Figure 1. Gate-type map.
Drawn at 4 px/µm.
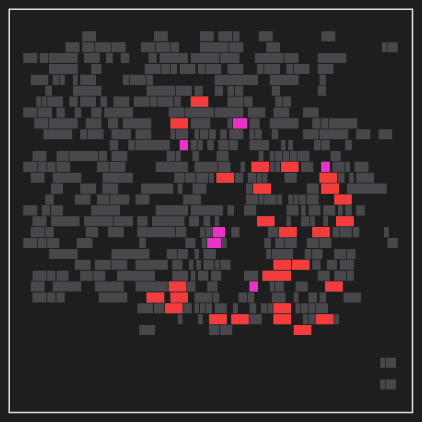
Figure 2. Placed standard cells.
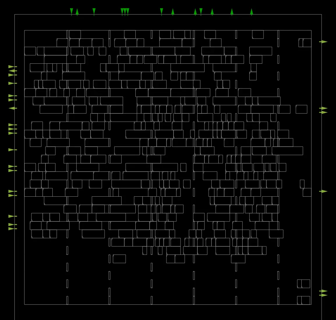
Figure 3. Drive-strength map.
Drawn at 4 px/µm.
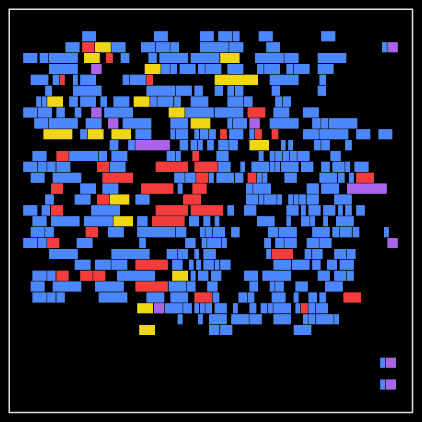
Design alu_pipe, sky130hd; sources not shown.
==> results.json <==
{
  "yosysMostFrequentCell": "nand2b_1",
  "route.detailed.drc": 0,
  "dpl.cell_count": 484,
  "fmax_ghz": 0.327,
  "status": "complete, no violations",
  "crit_family": "AND-OR/OR-AND gates",
  "grt_pass1_vias": 2571,
  "cpMaxStageDelayCell": "dfxtp_4",
  "antenna_cells": 0,
  "clockBufferDepth": 2,
  "yosys_warnings": 6,
  "grt_pass1_wl_um": 12800,
  "path_cells": "buf_6 > buf_6 > inv_1 > ha_1 > nand2_1 > o41ai_1 > xnor2_1 > ha_1 > a211o_1 > and3_1 > a41oi_1 > o21ai_0 > a211o_1 > nand2b_1 > o21ai_1",
  "ys_async_sr_fraction_pct": 0,
  "worst-path-stages": 15,
  "worst-r2r-setup-slack_ps": 140,
  "critPathArrivalTime_ps": 3220,
  "core_util_floorplan_pct": 37.0,
  "vias": 2664,
  "gp_congestion": 0.907,
  "worstPathRequired_ps": 3360,
  "dr.pass1.iters": 4,
  "postLayoutCoreUtil_pct": 44.3,
  "area_leaders": "dfxtp_1 19%, ha_1 10%, nand4bb_1 10%",
  "htreeDepth": 2,
  "hold_viol_final": 0,
  "period_used_pct": 95.7,
  "yosys.cell_types.count": 62,
  "muxShareOfSynthArea_pct": 8.54,
  "warnings": 38,
  "finalPower_mw": 1.53,
  "postSynthSeqShare_pct": 18.6,
  "tns_ps": 0,
  "layout-drive-gt1-share_pct": 17.1,
  "hold_path.class": "reg -> reg",
  "edf_count": 0,
  "final.min_clock_period_ps": 3060,
  "core-area_um2": 8420,
  "yosysTopAreaCell": "dfxtp_1",
  "insertion_delay_ps": 280,
  "nNetsFinal": 436,
  "dpl-instance-area_um2": 3570,
  "crit_buf_inv": 3,
  "common_cells": "35 x nand2b_1, 29 x dfxtp_1, 28 x nand4bb_1, 26 x ha_1, 20 x inv_1",
  "synth_flops": 29,
  "root_buffer": "clkbuf_8",
  "dieArea_um2": 10100,
  "grt_overflow": 0,
  "topCombFamilyByArea": "simple AND/OR/NAND/NOR gates",
  "cp-start-kind": "flip-flop",
  "setup_viol": 0,
  "postCtsSetupBuffers": 0,
  "grt_max_degree": 13,
  "synth_chip_area_um2": 3120,
  "cts_buffers": 5,
  "routed_wl_um": 7890,
  "tightest_slew_ps": 968,
  "die_h_um": 100,
  "maxCapViolCount": 0,
  "peakVddDrop_mv": 0.261,
  "cts_sinks": 29,
  "fp.dieW_um": 100,
  "critical_path_class": "reg -> reg"
}
About Figure 1:
Key: magenta = AND and OR gates [cells 6, where center]; red = adder and majority cells [cells 27]
fraction of area in multi-input gates: 60.4%
final cell count without fillers: 492
highest-count logic cell in the final layout: nand2b_1

About Figure 2:
Cell Rows: 33
Fillers: 851
flop share of the area: 15.7%

About Figure 3:
Key: blue = _0 and _1 cells [cells 321, share 83%, most used nand2b_1]; yellow = _6 and larger [cells 18, share 4.7%, most used buf_6]; red = _2 cells [cells 37, share 9.6%, most used o21ai_2]; purple = _3 and _4 cells [cells 11, share 2.8%, most used buf_4]
Non-Clock Buffer Count: 63
Finished Cell Area: 3730 µm²
min setup slack post-route: 138 ps

[cells by family (layout without fill, tap and decap cells)]
group                      count (synthesis)  count (layout)
and+or+nand+nor                          115             115
AOI/OAI and AO/OA                         89              89
buffers and inverters                     53              92
DFF                                       29              29
adders and majority gates                 27              27
xor gates and xnor gates                  18              18
muxes                                     13              13
other                                      1               4
[power by group]
| group | internal [mW] | leakage (nW) | switching (mW) |
|---|---|---|---|
| Clock | 0.253 | 0.0574 | 0.146 |
| Sequential | 0.398 | 0.242 | 0.0486 |
| Combinational | 0.275 | 1.15 | 0.407 |
| Total | 0.926 | 1.45 | 0.601 |
[worst register-to-register path: stages (launching register included)]
cell,delay (ps)
dfxtp_4,380
buf_6,150
buf_6,150
inv_1,140
ha_1,160
nand2_1,80
o41ai_1,380
xnor2_1,180
ha_1,280
a211o_1,230
and3_1,180
a41oi_1,140
o21ai_0,110
a211o_1,250
nand2b_1,80
o21ai_1,60
[per-layer routing]
metal,GRT usage [%],part of all wire (%),wire (µm)
met5,0,0,0
met4,3.94,0.63,50
met3,2.71,5.2,410
met2,24.8,46,3590
met1,22.3,49,3840
[repair_timing]
item / 4_1_cts / 5_1_grt
resized: 2 / 8
endpoints found under the setup margin: 1 / 3
hold buffers: 0 / 0
[cell usage in the layout (no fill, tap or decap), types with 2 or more instances in the layout]
cell	instances
and4b_1	2
nand2b_1	35
xor2_1	4
clkdlybuf4s50_1	30
ha_1	26
mux2i_1	3
a22oi_1	8
nor2_1	9
nand3b_1	2
nand4bb_1	28
inv_1	20
a221oi_1	2
buf_4	8
buf_2	6
a211o_1	3
conb_1	4
mux4_2	7
o21ai_2	10
o21ai_1	11
dfxtp_1	27
clkbuf_8	6
o21ai_0	15
clkbuf_1	6
nand2_1	17
nor2b_1	5
nand3_1	5
o211ai_1	3
buf_6	10
and2_1	2
a21o_1	3
xnor2_1	13
a21oi_1	16
mux4_1	3
[final cells by class]
| class | instances | area (µm²) |
|---|---|---|
| Buffer | 32 | 250 |
| Inverter | 21 | 78.8 |
| Clock buffer | 6 | 82.6 |
| Multi-Input combinational cell | 266 | 2250 |
| Timing Repair Buffer | 31 | 313 |
| Sequential cell | 29 | 586 |
| Clock inverter | 2 | 37.5 |
| Fill cell | 851 | 4690 |
| Tap cell | 105 | 131 |
No activity file was given, so power comes from the tool's default toggle rates.
